File: src/rtl/mux_sched.sv
// Round-robin scheduler driving the enables of a shared 4:1 priority mux.
// One requester owns the output line at a time; each grant is capped at
// MAX_HOLD cycles and is always followed by at least one idle cycle.
module mux_sched #(
  parameter int MAX_HOLD = 4,
  parameter int CNT_W    = 3
) (
  input  logic       clk,
  input  logic       rst,
  input  logic [3:0] req,
  output logic [3:0] grant,
  output logic [1:0] owner,
  output logic       busy,
  output logic       en1,
  output logic       en2,
  output logic       en3
);

  typedef enum logic {
    IDLE  = 1'b0,
    GRANT = 1'b1
  } state_t;

  // Last count value of a grant; MAX_HOLD-1 always fits in CNT_W bits.
  localparam logic [CNT_W-1:0] HOLD_LAST = CNT_W'(MAX_HOLD - 1);

  state_t           state, state_next;
  logic [1:0]       ptr, ptr_next;
  logic [CNT_W-1:0] cnt, cnt_next;
  logic [1:0]       owner_next;
  logic [3:0]       grant_next;
  logic             busy_next;
  logic [2:0]       en_next;      // {en3, en2, en1}
  logic [2:0]       en_q;

  logic [1:0]       winner;
  logic             any_req;
  logic             release_now;

  // Mux enable pattern {en3, en2, en1} that steers the mux to a given input.
  function automatic logic [2:0] enc_for(input logic [1:0] idx);
    logic [2:0] e;
    case (idx)
      2'd0:    e = 3'b110;
      2'd1:    e = 3'b111;
      2'd2:    e = 3'b100;
      default: e = 3'b000;
    endcase
    return e;
  endfunction

  // Rotating search starting just after the last winner; the last winner
  // itself is examined last, so it is lowest priority.
  function automatic logic [1:0] pick(input logic [3:0] r, input logic [1:0] p);
    logic [1:0] w;
    logic       found;
    logic [1:0] idx;
    w     = p;
    found = 1'b0;
    for (int i = 1; i <= 4; i++) begin
      idx = p + 2'(i);
      if (!found && r[idx]) begin
        w     = idx;
        found = 1'b1;
      end
    end
    return w;
  endfunction

  // Arbitration and release decision from current state and inputs.
  always_comb begin
    any_req     = |req;
    winner      = pick(req, ptr);
    release_now = !req[owner] || (cnt == HOLD_LAST);
  end

  // Next-state and next-output logic for the grant FSM.
  always_comb begin
    // NOTE: every target gets a default first so no path leaves one
    // unassigned; otherwise synthesis infers a latch.
    state_next = state;
    ptr_next   = ptr;
    cnt_next   = cnt;
    owner_next = owner;
    grant_next = grant;
    busy_next  = busy;
    en_next    = en_q;

    case (state)
      IDLE: begin
        if (any_req) begin
          state_next = GRANT;
          ptr_next   = winner;
          owner_next = winner;
          cnt_next   = '0;
          grant_next = 4'b0001 << winner;
          busy_next  = 1'b1;
          en_next    = enc_for(winner);
        end
      end
      GRANT: begin
        if (release_now) begin
          // Owner and pointer are kept so the rotation resumes after them.
          state_next = IDLE;
          cnt_next   = '0;
          grant_next = 4'b0000;
          busy_next  = 1'b0;
          en_next    = 3'b000;
        end else begin
          cnt_next = cnt + CNT_W'(1);
        end
      end
      default: begin
        state_next = IDLE;
        grant_next = 4'b0000;
        busy_next  = 1'b0;
        en_next    = 3'b000;
      end
    endcase
  end

  // State and output registers; reset clears outputs without waiting for clk.
  always_ff @(posedge clk or posedge rst) begin
    // NOTE: sequential state uses non-blocking assignments so all registers
    // update together from pre-edge values.
    if (rst) begin
      state <= IDLE;
      ptr   <= 2'd3;
      cnt   <= '0;
      owner <= 2'd0;
      grant <= 4'b0000;
      busy  <= 1'b0;
      en_q  <= 3'b000;
    end else begin
      state <= state_next;
      ptr   <= ptr_next;
      cnt   <= cnt_next;
      owner <= owner_next;
      grant <= grant_next;
      busy  <= busy_next;
      en_q  <= en_next;
    end
  end

  assign en3 = en_q[2];
  assign en2 = en_q[1];
  assign en1 = en_q[0];

endmodule

File: config.mk
export PLATFORM = sky130hd
export DESIGN_NAME = mux_sched
export DESIGN_NICKNAME = d
export VERILOG_FILES = /design/src/rtl/mux_sched.sv
export SDC_FILE = /design/constraint.sdc
export NUM_CORES = 1
export LEC_CHECK = 0
export ABC_AREA = 1
export CORE_MARGIN = 3
export CORE_UTILIZATION = 58
export CTS_BUF_LIST = sky130_fd_sc_hd__clkbuf_2 sky130_fd_sc_hd__clkbuf_4 sky130_fd_sc_hd__clkbuf_8
export DETAILED_ROUTE_END_ITERATION = 6
export PLACE_DENSITY = 0.89
export SYNTH_ARGS = -nofsm -noshare
export SYNTH_HDL_FRONTEND = slang
export SYNTH_SLANG_ARGS = --single-unit
File: constraint.sdc
create_clock -name clk -period 4.2 [get_ports clk]
set_input_delay 0.84 -clock clk [delete_from_list [all_inputs] [get_ports clk]]
set_output_delay 0.84 -clock clk [all_outputs]
set_load 0.03 [all_outputs]
==> flow_summary.yaml, run 1 <==
# yosys + openroad results
setup_path:
  r2r_start: "ptr[0]"
  critPathCaptureType: "primary output"
  path_buffers: 1
  cp.depth: 1
  critPathLaunchType: "flop"
clock_network:
  htree_levels: 1
  cts-root-buf: "clkbuf_4"
  cts_tree: "done"
  cts.sinks: 15
  clk_pin_slew_worst_paths_ns: 0.09
timing:
  slew_headroom_pct: 64.0
  setup_slack_ns: 1.98
  setup_violations: 0
status:
  outcome: "finished, final reports clean"
logic_synthesis:
  synthAoiAreaFrac_pct: 9.39
  async_reset_ff_share_pct: 100
  xor_area_share_pct: 0
  ff_type: "dfrtp_1"
  yosys_cells: 127
  synth_adder_area_share_pct: 2.65
  most_common_cell: "nand2_1"
  numSynthFlops: 15
layout:
  reg.largest.list: "cnt: 3 flops, en_q: 3 flops, grant: 3 flops"
  layout_top_cell: "nand2_1"
  instances_no_fill: 159
route:
  first_pass_iters: 4
  ant_nets: 0
  dr_wl_met3_um: 92
power_and_ir_drop:
  ir_worst_vdd_mv: 0.510
  power_clock_mw: 0.0816
  swShare_pct: 52.5
  powerComb_mw: 0.630
placement:
  dp.cells: 155
  post-place-ws_ns: 1.75
floorplanning:
  num_rows: 13
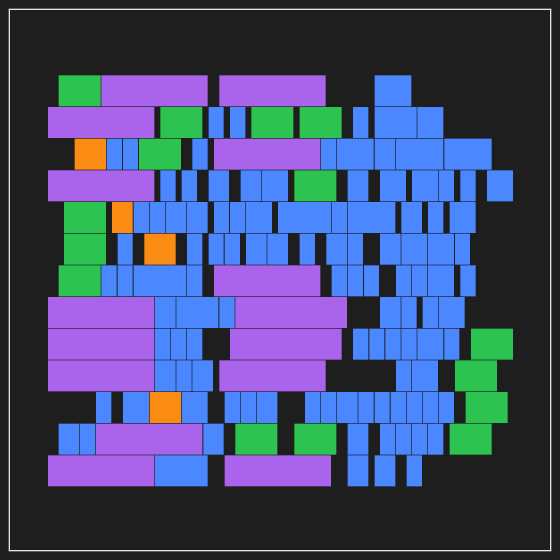
Fig. 1. Placed cells, one colour a class (run 1).
colour	class	cells	share of their area
blue	remaining logic cells	110	50%
orange	clock drivers and dummy loads	4	2.5%
green	remaining buffers and delay cells	15	14%
purple	registers	15	34%

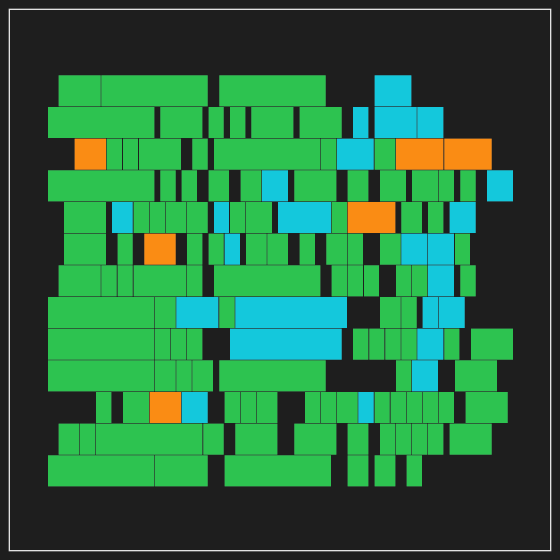
Fig. 2. Cell sizes after repair (run 1).
colour	size	cells	share
green	x1 and smaller	114	79%
orange	x3 and x4	6	4.2%
cyan	x2	24	17%
post-layout instance area: 1120 um^2
P&R area growth vs syn: 18.8%

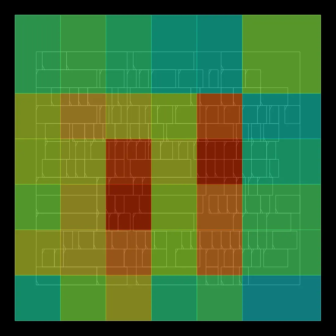
Fig. 3. Routing congestion (run 1).
GRT Overall Usage: 22.9%
busiest grt layer: met2
met1 usage: 30.5%
DR WL/cell: 12.7 um
fin util: 79.4%

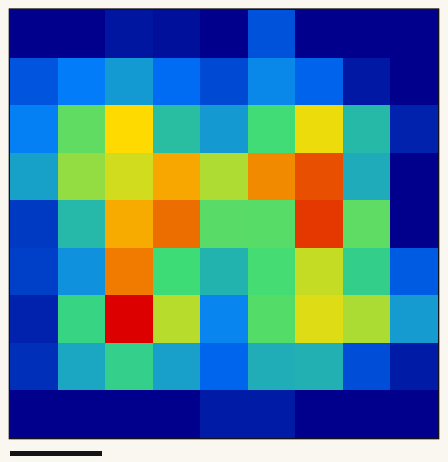
Fig. 4. Signal metal coverage by tile (run 1).
The bar under the picture is 10 um long. The die is cut into 9 by 9 equal tiles; dark blue is low, red is high, scaled to the fullest tile. Values are wire area over tile area, all layers added.
tiles over half the peak	31%
emptiest ninth of the die	north-east
nearly empty tiles	20%
fullest tile	0.44
densest ninth of the die	centre
final wirelength: 2020 um
via count: 887

Fig. 5: run 1, placement density heat map
The bar under the picture is 10 um long. The die is cut into 9 by 9 equal tiles; dark blue is low, red is high, 0 to 100% covered.
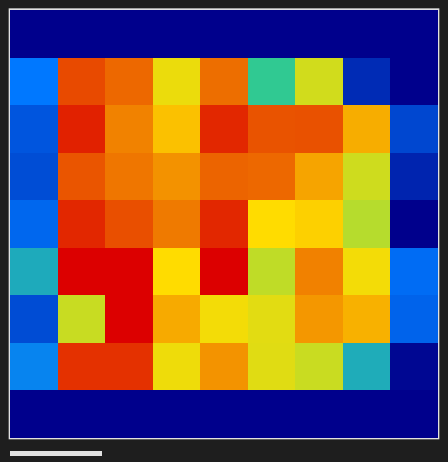

==> run 2, diff against run 1 <==
- CORE_UTILIZATION: 58 -> 49
- PLACE_DENSITY: 0.89 -> 0.81
- clock period: 4.2 -> 1.94 ns (I/O delays scaled with it)
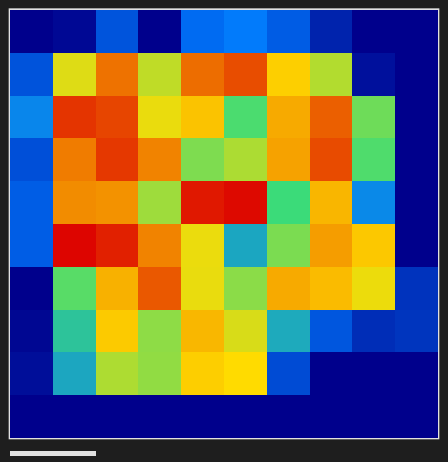
Fig. 6. Placement density heat map (run 2).
The bar under the picture is 10 um long. The die is cut into 10 by 10 equal tiles; dark blue is low, red is high, 0 to 100% covered.
emptiest ninth of the die	south-east
tiles over 75% full	32%
fullest tile	99%
nearly empty tiles	25%

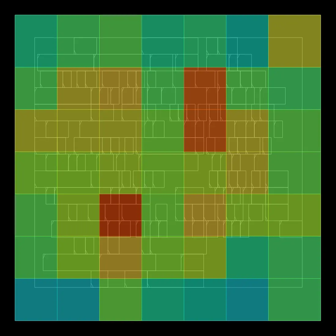
Fig. 7. Routing congestion (run 2).
met1 usage: 22.0%
fin util: 64.7%
M2 GR Usage: 26.9%
DR WL/cell: 10.9 um
met3 Track Usage GR: 2.11%

==> run 2 against run 1 <==
Worst hold slack worse by 0.060 ns. Die size up 16%. Count of clock-buffer cells in the layout up 1. Largest cell class unchanged. Via count down 1.8%. Wire length down 7.8%. Design area up 2.7%. Critical endpoint unchanged. Sequential share of layout area down 0.88 points.
==> flow_summary.yaml, run 2 <==
# yosys + openroad results
logic_synthesis:
  xor_area_share_pct: 0
  synth_adder_area_share_pct: 2.65
  most_common_cell: "nand2_1"
  ff_type: "dfrtp_1"
  async_reset_ff_share_pct: 100
  edf_count: 0
  yosys_cells: 127
  numSynthFlops: 15
  synthAoiAreaFrac_pct: 9.39
timing:
  slew_headroom_pct: 64.6
  skew_ns: 0.00172
  setup_violations: 0
  setup_slack_ns: 0.182
  finalClockPeriodUsage_pct: 90.6
layout:
  comb_area_um2: 493
  syn2layout_area_growth_pct: 22.0
  bufAreaShareNonClock_pct: 14.3
  layout_top_cell: "nand2_1"
  reg.largest.list: "cnt: 3 flops, en_q: 3 flops, grant: 3 flops"
  regArea_um2: 378
  instances_no_fill: 171
  layout-drive-gt1-share_pct: 21.9
  finalInstanceArea_um2: 1150
route:
  wl_met2_um: 888
  drc: 0
  first_pass_iters: 4
  dr_wl_met3_um: 45
  ant_nets: 0
  via_per_inst: 5.09
placement:
  post-place-ws_ns: 0.0260
  dp.cells: 167
power_and_ir_drop:
  p_switching_mw: 1.10
  swShare_pct: 51.2
  powerComb_mw: 1.37
  power.total_mw: 2.14
  ir_worst_vdd_mv: 1.01
  p_per_area_nw_per_um2: 1860
  pwr-share-clk_pct: 8.7
  power_clock_mw: 0.185
grt:
  grt_pass1_wl_um: 3250
  grt-busiest-layer: "met2"
  grt_pass1_vias: 782
floorplanning:
  num_rows: 15
  die_x_um: 49.9
  fp_util_pct: 53.1
setup_path:
  crit_chain: "clkdlybuf4s50_1"
  reg2reg_to: "ptr[1]"
  r2r_start: "ptr[0]"
  path_buffers: 1
  cp.depth: 1
  crit_path_max_fanout: 5
  critPathCaptureType: "primary output"
  critPathLaunchType: "flop"
clock_network:
  clk_pin_slew_worst_paths_ns: 0.08
  htree_levels: 1
  cts-root-buf: "clkbuf_4"
  cts.sinks: 15
  post_cts_buffers: 0
  cts_tree: "done"
status:
  outcome: "finished, final reports clean"
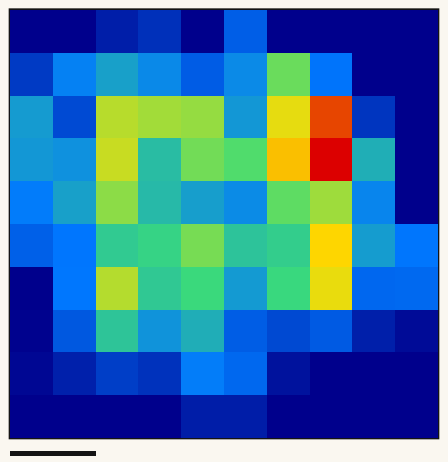
Fig. 8. Signal metal coverage by tile (run 2).
The bar under the picture is 10 um long. The die is cut into 10 by 10 equal tiles; dark blue is low, red is high, scaled to the fullest tile. Values are wire area over tile area, all layers added.
emptiest ninth of the die	south-east
densest ninth of the die	centre
nearly empty tiles	26%
fullest tile	0.43
mean over tiles	0.12
tiles over half the peak	18%
via count: 871
GRT Overall Usage: 16.3%
final wirelength: 1860 um

No activity file was given, so power comes from the tool's default toggle rates.
